==> config.mk <==
export PLATFORM = sky130hd
export DESIGN_NAME = mem_range_stream_reader_flat
export DESIGN_NICKNAME = d
export VERILOG_FILES = /design/src/rtl/mem_range_stream_reader_if.sv /design/src/rtl/mem_range_stream_reader.sv /design/src/flat_wrapper.sv
export SDC_FILE = /design/constraint.sdc
export NUM_CORES = 1
export LEC_CHECK = 0
export CAP_MARGIN = 20
export CORE_ASPECT_RATIO = 1.5
export CORE_UTILIZATION = 62
export CTS_BUF_LIST = sky130_fd_sc_hd__clkbuf_4 sky130_fd_sc_hd__clkbuf_8
export DETAILED_ROUTE_END_ITERATION = 6
export PLACE_DENSITY_LB_ADDON = 0.2
export SYNTH_ARGS = -nofsm -noshare
export SYNTH_HDL_FRONTEND = slang
export SYNTH_SLANG_ARGS = --single-unit
export TNS_END_PERCENT = 50
==> constraint.sdc <==
create_clock -name clk_i -period 8.1 [get_ports clk_i]
set_clock_uncertainty 0.1 [all_clocks]
set_input_delay 1.215 -clock clk_i [delete_from_list [all_inputs] [get_ports clk_i]]
set_output_delay 1.215 -clock clk_i [all_outputs]
set_load 0.05 [all_outputs]
Fig. 1: run 1, where the registers sit
Scale: 2 px per um. Other sequential cells in the stronger grey, the rest of the logic in the fainter grey.
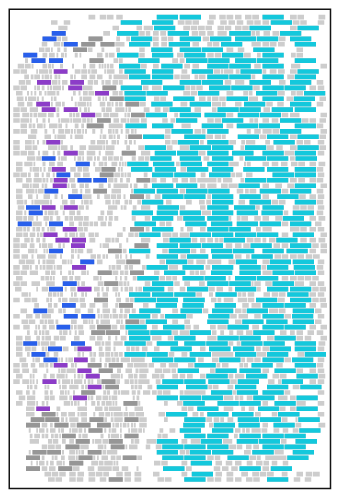
- blue: u_core.bus.mem_addr_o (placed flops 31; where a vertical strip on the left)
- cyan: u_core.fifo_q (placed flops 388)
- purple: u_core.end_q (placed flops 32; where a vertical strip on the left)
- not coloured: 64
Seq group: 3030 uW
fraction of area in registers: 51.14%
end-of-flow core utilization: 75.45%
FF+latch area: 14200 um2

Fig. 2: run 1, layout detail
Window x 107 to 132, y 167 to 192 um. Cells in grey, sequential cells in the stronger grey; small squares are vias.
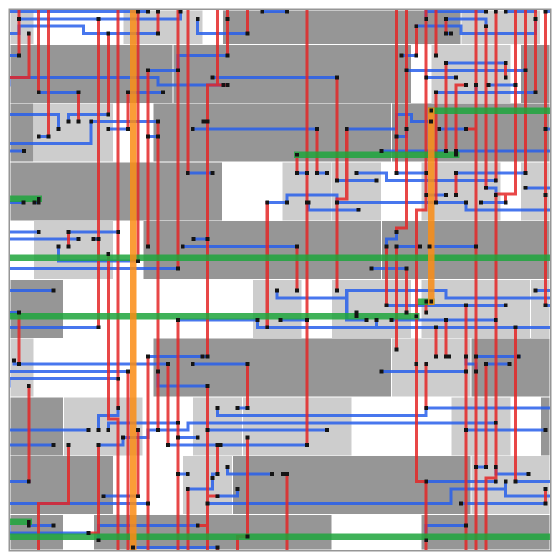
- blue: M1
- red: M2
- green: M3
- orange: M4
- cells with their middle in the window: 30
- sequential cells in the window: 12
- most frequent: edfxtp_1 (12), a32o_1 (10), and3_1 (5)

Fig. 3: run 1, metal 1
Scale: 1 px per um.
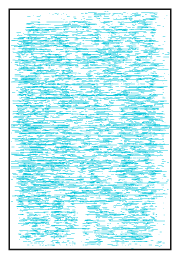
- nets with wire on the layer: 2074
- main direction: horizontal
- wire length on this layer: 21.7 mm
total number of vias: 16580
global routing met1 resource utilization: 36.04%
total length of routed wires: 56470 um

==> flow_results.org, run 1 <==
#+TITLE: Flow metrics

** Status
- The flow ran to the end, and the final reports show no timing, DRC or antenna violations.

** Worst setup path
- Ordered cell list for the critical path :: clkdlybuf4s50_1 > o31ai_1 > or4_1 > buf_4 > a211oi_4 > buf_4 > nor2_4 > buf_4 > a32o_1
- The worst setup path is launched from a primary input.

** Die
- Core utilization before placement :: 63.00%
- Placeable core area :: 36800 um2

** Worst hold path
- The worst hold path belongs to the class flip-flop to flip-flop.

** STA
- Total Negative Setup Slacks :: 0 ns

** Layout
- The flow measured a signed area growth from synthesis to layout of 19.76%.
- The layout has 306 buffers outside the clock class.
- The post-route netlist has 8.283% of its cells at a drive strength greater than 1.

** GRT
- Pin count of the biggest net entering global routing :: 132

** Pwr
- Comb power frac :: 9.9%
- The switching portion of total power comes to 25.20%.

** Clock network
- CTS clock-pin slew for the worst setup and hold paths :: 0.07 ns
- Once the clock tree was built, the resizer swapped 0 gates to a different size.

** Synthesis
- Yosys reports that the most numerous cell types are sky130_fd_sc_hd__edfxtp_1, sky130_fd_sc_hd__a22o_1, sky130_fd_sc_hd__a32o_1.
- For this run, the leading register cell type out of synthesis is sky130_fd_sc_hd__edfxtp_1.

** Place
- In the placement report, post-DP HPWL is listed as 36620 um.

** Job
- OpenROAD emitted warnings numbering 30.
- Maximum capacitance violations :: 0
## run 1: cell usage in the layout (no fill, tap or decap), types with 8 or more instances in the layout
cell and n:
sky130_fd_sc_hd__nor3_1 17, sky130_fd_sc_hd__a21oi_1 96, sky130_fd_sc_hd__and2_1 46, sky130_fd_sc_hd__clkinv_2 11, sky130_fd_sc_hd__or3_1 8, sky130_fd_sc_hd__a22o_1 147
sky130_fd_sc_hd__edfxtp_1 388, sky130_fd_sc_hd__ha_1 48, sky130_fd_sc_hd__nor4_1 17, sky130_fd_sc_hd__nor2_1 75, sky130_fd_sc_hd__nand3_1 28, sky130_fd_sc_hd__a32o_1 144
sky130_fd_sc_hd__xnor2_1 69, sky130_fd_sc_hd__and3_1 58, sky130_fd_sc_hd__xor2_1 55, sky130_fd_sc_hd__a211oi_1 19, sky130_fd_sc_hd__buf_4 19, sky130_fd_sc_hd__o21bai_1 16
sky130_fd_sc_hd__clkbuf_8 78, sky130_fd_sc_hd__o21ai_0 17, sky130_fd_sc_hd__nand4_1 29, sky130_fd_sc_hd__clkinv_1 12, sky130_fd_sc_hd__clkbuf_4 29, sky130_fd_sc_hd__clkdlybuf4s50_1 285
sky130_fd_sc_hd__dfxtp_1 126, sky130_fd_sc_hd__inv_1 57, sky130_fd_sc_hd__nand2_1 127, sky130_fd_sc_hd__a31oi_1 12
## run 1: metrics by stage
stage | utilization (%) | instance area (um2)
floorplan | - | 23180
global placement | 71.20 | 26200
detailed placement | 71.20 | 26200
CTS | 75.32 | 27720
global route | 75.45 | 27760
finish | 75.45 | 27760
## run 1: cells by family after synthesis
group | share of synthesized area, %
DFF | 61.22
AOI/OAI and AO/OA | 17.11
and+or+nand+nor | 10.04
buffers and inverters | 3.772
xor gates and xnor gates | 4.685
adders and majority gates | 2.850
muxes | 0.3184
Fig. 4: run 1, track usage over the die
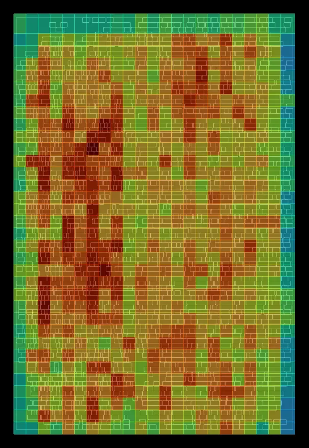

==> run 2: changes to the inputs <==
- CORE_UTILIZATION: 62 -> 52
- clock period: 8.1 -> 3.8 ns (I/O delays scaled with it)
Fig. 5: run 2, track usage over the die
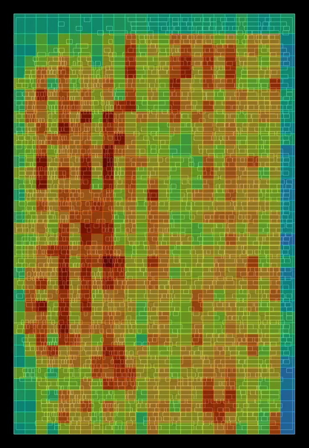
grt peak-use layer: met2
routed wirelength normalized by instance count: 21.28 um
end-of-flow core utilization: 64.23%
total global-route track usage: 25.63%
GR Util met2: 43.49%

==> run 2 against run 1 <==
  * Worst hold slack worse by 0.0028 ns
  * Wire length is 3.0% higher
  * Area after synthesis unchanged
  * Largest power group unchanged
  * Critical path depth rose by 3
  * Combinational power grew 120%
  * Cell count grew 4.3%
  * Critical endpoint is now u_core.bus.mem_req_o
  * Clock power rose by 110%
  * Sequential cell count unchanged
==> flow_results.org, run 2 <==
#+TITLE: Flow metrics

** Status
- Status :: completed

** Job
- The max-capacitance violation count is 0 (unchanged).
- The tool warning count was 32 (+6.7%).

** Place
- I/O Buffers :: 286
- Placed wire-length estimate after detailed placement :: 38820 um (+6.0%)

** Detailed routing
- After detailed routing, the number of remaining DRC violations is 0.
- First drt pass iteration count :: 6

** Worst setup path
- The timing report gives the worst reg2reg path a setup slack of 0.67 ns.
- Crit start category :: primary input

** Pwr
- The power consumed by sequential cells was 6470 uW (+110%).
- Net Sw Power :: 3028 uW
- The switching power share of the total is 25.14% (-0.060 points).
- Comb power frac :: 10.3% (+0.4 points)

** Synthesis
- Dominant register cell in the synthesized netlist :: sky130_fd_sc_hd__edfxtp_1
- The synthesis run shows the most used standard cells to be sky130_fd_sc_hd__edfxtp_1, sky130_fd_sc_hd__a22o_1, sky130_fd_sc_hd__a32o_1.
- Post-synthesis cell type count :: 61
- Leading post-synthesis cells by cell area :: sky130_fd_sc_hd__edfxtp_1, sky130_fd_sc_hd__dfxtp_1, sky130_fd_sc_hd__a32o_1, sky130_fd_sc_hd__a22o_1, sky130_fd_sc_hd__xnor2_1

** Clock network
- Counting along the longest clock path gives a buffer depth of 3.
- The clock-pin slew on the worst setup and hold paths was 0.06 ns (about the same).
- Number of resized instances in the post-cts repair step :: 0 (unchanged)
- Number of post-CTS setup repair buffers :: 0

** GRT
- Pin count of the biggest net entering global routing :: 130 (-1.5%)

** STA
- The total negative slack was 0 ns (unchanged).

** Layout
- The layout cell share with drive strength beyond 1 is 9.040% (+0.76 points).
- The area growth from synthesis to layout is 21.53%.
- Most frequent cells in the layout :: sky130_fd_sc_hd__edfxtp_1, sky130_fd_sc_hd__clkdlybuf4s50_1, sky130_fd_sc_hd__a22o_1

** Die
- The core utilization before placement was 52.85% (-10 points).
- The standard cell core area was 43870 um2 (+19%).

** Worst hold path
- The type recorded for the worst min-delay path is flip-flop to flip-flop.
Fig. 6: run 2, metal 1
Scale: 1 px per um.
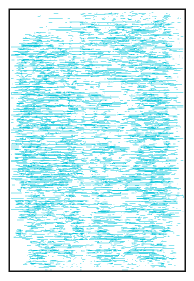
- nets with wire on the layer: 2107
- wire length on this layer: 22.9 mm
- share of all routed wire: 39%
- longest straight run: 66.7 um
total number of vias: 16550
global routing met1 resource utilization: 31.68%
total length of routed wires: 58190 um

## run 2: cell counts after synthesis
No cell type changed its count.
## run 2: cells by family (layout without fill, tap and decap cells)
logic type	count (synthesis)	count (layout)	share of synthesized area, %
flops	515	515	61.22
fa+ha+maj	51	51	2.850
mux	7	7	0.3184
other cells	0	1	0
simple gates	449	449	10.04
xor+xnor	124	124	4.685
compound gates	489	489	17.11
buf+inv	220	522	3.772
## run 2: metrics by stage
stage | cell area, um2 | hold slack [ns]
CTS | 28150 | 0.3721
finish | 28180 | 0.3719
floorplan | 23190 | 0.3445
global route | 28180 | 0.3839
detailed placement | 26680 | 0.3637
global placement | 26680 | 0.3607
## run 2: final cells by class
type,count,area (um2)
Clock inverter,26,157.7
Multi-Input combinational cell,1120,8180
Sequential cell,515,14200
Inverter,59,221.5
Fill cell,3350,15690
Antenna cell,1,2.502
Tap cell,576,720.7
Clock buffer,109,1313
Timing Repair Buffer,328,3383
## run 2: per-layer routing
layer	global-route usage, %	part of all wire, %	vias up
li1	-	-	7616
met1	31.68	39	8105
met2	43.49	50	696
met3	3.642	6.1	136
met5	0	0	-
met4	13.79	4.7	0
## run 2: worst max-delay path, cell delays in order
cell,delay (ns)
sky130_fd_sc_hd__clkdlybuf4s50_1,0.49
sky130_fd_sc_hd__o31ai_1,0.09
sky130_fd_sc_hd__or4_1,0.50
sky130_fd_sc_hd__ha_1,0.32
sky130_fd_sc_hd__nor2_1,0.06
sky130_fd_sc_hd__mux2_2,0.29
sky130_fd_sc_hd__a222oi_1,0.36
sky130_fd_sc_hd__nor2_1,0.11
sky130_fd_sc_hd__ha_1,0.30
sky130_fd_sc_hd__nor4_1,0.23
sky130_fd_sc_hd__o31ai_1,0.11
sky130_fd_sc_hd__nor3_1,0.14
No activity file was given, so power comes from the tool's default toggle rates.
